--- src/rtl/locked_reg_read_port.sv ---
// locked_reg_read_port
// Read-side access controller for a bank of lockable registers. A single
// read request is captured in IDLE. The lock and data of the target register
// are evaluated one edge later in CHECK, so a lock raised after capture still
// applies. A one-cycle ack is then issued, and the controller waits for the
// requester to drop rd_req. Denied reads update a saturating violation
// counter and a sticky flag.
module locked_reg_read_port #(
  parameter int DATA_W   = 16,
  parameter int NUM_REGS = 4,
  parameter int ADDR_W   = 4,
  parameter int VIOL_W   = 8
) (
  input  logic                         Clk,
  input  logic                         reset,
  input  logic                         rd_req,
  input  logic [ADDR_W-1:0]            rd_addr,
  input  logic                         trusted,
  input  logic                         untrusted,
  input  logic [NUM_REGS*DATA_W-1:0]   reg_data,
  input  logic [NUM_REGS-1:0]          lock_status,
  input  logic                         viol_clear,
  output logic                         rd_ack,
  output logic [DATA_W-1:0]            rd_data,
  output logic                         rd_err,
  output logic [VIOL_W-1:0]            viol_count,
  output logic                         viol_sticky
);

  typedef enum logic [1:0] {IDLE, CHECK, RESP, WAIT_DROP} state_t;

  state_t              state_q;
  logic [ADDR_W-1:0]   addr_q;
  logic                priv_q;
  logic                rd_ack_q;
  logic [DATA_W-1:0]   rd_data_q;
  logic                rd_err_q;
  logic [VIOL_W-1:0]   viol_count_q, viol_count_d;
  logic                viol_sticky_q, viol_sticky_d;

  logic                sel_valid;
  logic                sel_lock;
  logic [DATA_W-1:0]   sel_data;
  logic                deny;
  logic                grant;

  // Counter increment that sticks at the all-ones value instead of wrapping.
  function automatic logic [VIOL_W-1:0] sat_inc(input logic [VIOL_W-1:0] cnt);
    if (cnt == {VIOL_W{1'b1}}) begin
      return cnt;
    end
    return cnt + VIOL_W'(1);
  endfunction

  // Look up the captured address in the live bank; out-of-range stays invalid.
  always_comb begin
    sel_valid = 1'b0;
    sel_lock  = 1'b0;
    sel_data  = '0;
    for (int i = 0; i < NUM_REGS; i++) begin
      if (addr_q == ADDR_W'(i)) begin
        sel_valid = 1'b1;
        sel_lock  = lock_status[i];
        sel_data  = reg_data[i*DATA_W +: DATA_W];
      end
    end
  end

  // Access decision is only meaningful in CHECK; invalid addresses are errors,
  // not violations.
  assign deny  = (state_q == CHECK) && sel_valid && sel_lock && !priv_q;
  assign grant = sel_valid && (!sel_lock || priv_q);

  // Next violation state: clear wins over history but not over a violation
  // landing in the same cycle.
  always_comb begin
    viol_count_d  = viol_count_q;
    viol_sticky_d = viol_sticky_q | deny;
    if (viol_clear) begin
      viol_count_d  = deny ? VIOL_W'(1) : '0;
      viol_sticky_d = deny;
    end else if (deny) begin
      viol_count_d  = sat_inc(viol_count_q);
    end
  end

  // Request handshake FSM with registered response outputs.
  always_ff @(posedge Clk or posedge reset) begin
    if (reset) begin
      state_q   <= IDLE;
      addr_q    <= '0;
      priv_q    <= 1'b0;
      rd_ack_q  <= 1'b0;
      rd_data_q <= '0;
      rd_err_q  <= 1'b0;
    end else begin
      case (state_q)
        IDLE: begin
          if (rd_req) begin
            addr_q  <= rd_addr;
            priv_q  <= trusted & ~untrusted;
            state_q <= CHECK;
          end
        end
        CHECK: begin
          rd_ack_q  <= 1'b1;
          rd_err_q  <= !grant;
          rd_data_q <= grant ? sel_data : '0;
          state_q   <= RESP;
        end
        RESP: begin
          rd_ack_q <= 1'b0;
          state_q  <= rd_req ? WAIT_DROP : IDLE;
        end
        WAIT_DROP: begin
          if (!rd_req) begin
            state_q <= IDLE;
          end
        end
        default: begin
          state_q <= IDLE;
        end
      endcase
    end
  end

  // Violation counter and sticky flag registers.
  always_ff @(posedge Clk or posedge reset) begin
    if (reset) begin
      viol_count_q  <= '0;
      viol_sticky_q <= 1'b0;
    end else begin
      viol_count_q  <= viol_count_d;
      viol_sticky_q <= viol_sticky_d;
    end
  end

  assign rd_ack      = rd_ack_q;
  assign rd_data     = rd_data_q;
  assign rd_err      = rd_err_q;
  assign viol_count  = viol_count_q;
  assign viol_sticky = viol_sticky_q;

endmodule

--- config.mk ---
export PLATFORM = sky130hd
export DESIGN_NAME = locked_reg_read_port
export DESIGN_NICKNAME = d
export VERILOG_FILES = /design/src/rtl/locked_reg_read_port.sv
export SDC_FILE = /design/constraint.sdc
export NUM_CORES = 1
export LEC_CHECK = 0
export ABC_AREA = 1
export CAP_MARGIN = 20
export CORE_MARGIN = 1
export CORE_UTILIZATION = 44
export DETAILED_ROUTE_END_ITERATION = 8
export PLACE_DENSITY = 0.85
export SYNTH_ARGS = -nofsm -noshare
export SYNTH_HDL_FRONTEND = slang
export SYNTH_SLANG_ARGS = --single-unit
--- constraint.sdc ---
create_clock -name Clk -period 2.5 [get_ports Clk]
set_input_delay 0.25 -clock Clk [delete_from_list [all_inputs] [get_ports Clk]]
set_output_delay 0.25 -clock Clk [all_outputs]
set_load 0.05 [all_outputs]
**Routed metal per tile**

The die is cut into 14 by 14 equal tiles; white is low, dark blue is high, scaled to the fullest tile. Values are wire area over tile area, all layers added.
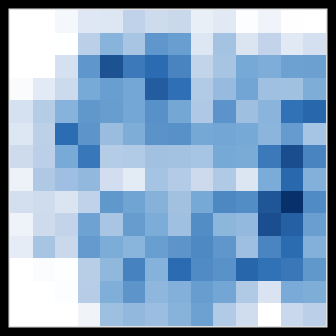
nearly empty tiles: 9.7%
fullest tile: 0.52
emptiest ninth of the die: lower left
mean over tiles: 0.20
tiles over half the peak: 36%

**Congestion heat map**

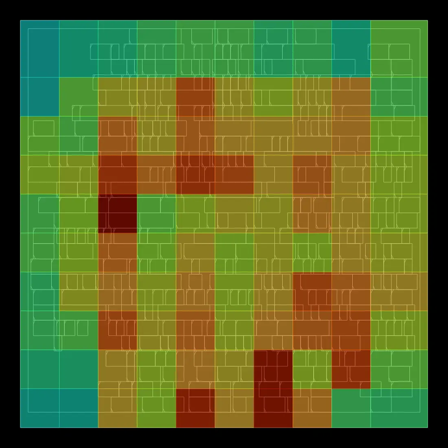
gr usage total: 25.7%
met3 usage: 5.83%

cell families after synthesis:
logic type | share of synthesized area [%]
compound gates | 6.92
xor+xnor | 0.404
fa+ha+maj | 3.46
buf+inv | 7.62
flops | 39.2
mux | 0.519
simple gates | 41.8
where the power goes:
group / switching, mW / internal [mW] / leakage [nW]
logic: 1.10 / 0.600 / 1.04
registers: 0.142 / 0.688 / 0.451
clock network: 0.201 / 0.278 / 0.0575
layout make-up:
class	instances	area, um^2	share of cell area [%]
clock buffers	8	110	3.27
inverters	30	113	3.35
flip-flops and latches	34	851	25.3
multi-input cells	226	1150	34.2
well taps	67	83.8	2.49
repair buffers	106	1060	31.4
metal layers:
metal,track usage [%],wire length (um),vias up
li1,-,-,1199
met1,29.5,2610,1086
met2,46.5,3200,97
met3,5.83,536,14
met4,9.37,124,0
met5,0,0,-
final timing paths:
check | startpoint | end | slack, ns | cells after the start
max in group asynchronous | reset | addr_q[2] | 1.83 | 3
hold reg to reg | rd_data[14] | rd_data[14] | 0.49 | 2
setup reg to reg | state_q[1] | viol_count[3] | 0.53 | 7
hold / removal | reset | viol_count[7] | 0.35 | 3
min in group Clk | rd_data[14] | rd_data[14] | 0.49 | 2
setup / recovery | state_q[1] | viol_count[3] | 0.53 | 7
flip-flops by register name, indices dropped and copies added, names as in the netlist:
name and flops:
viol_count 8, rd_ack 1, priv_q 1, addr_q 4, rd_err 1, viol_sticky 1, state_q 2, rd_data 16
worst max-delay path, cell delays in order, from the launching register on:
cell,delay [ns]
dfrtp_1,0.41
inv_1,0.15
ha_1,0.22
inv_2,0.15
nor3_4,0.40
nand4_2,0.30
nand3_1,0.16
nand2_1,0.06
through the flow:
stage	total power, mW	instances
finish	3.01	471
global route	3.24	471
CTS	3.02	471
global placement	2.49	463
detailed placement	2.53	463
floorplan	2.02	300
==> out/metrics.yaml <==
layout:
  n_antenna_cell: 0
  drive_gt1_share_pct: 6.93
  area_delta_synth_final_pct: 55.2
  fin_nets: 487
timing:
  slew_headroom_pct: 63.4
  worstMarginPinSlew_ns: 0.547
yosys:
  avgSynthCellArea_um2: 7.23
  top_cell_area_share_pct: 39.2
global_route:
  grt_max_degree: 35
  grt_pass1_vias: 2256
  antenna_found_initial: 0
clocking:
  cts_resized: 0
  clk_latency_ns: 0.29
  cts_buffers: 5
  cts_tree: "built"
placement:
  io_buffers: 104
die:
  die-area_um2: 5210
status:
  outcome: "completed"
critical_path:
  crit_required_ns: 2.68
routing:
  drc: 0
  viasPerCell: 5.09
Power is estimated from default activity; no workload was simulated.
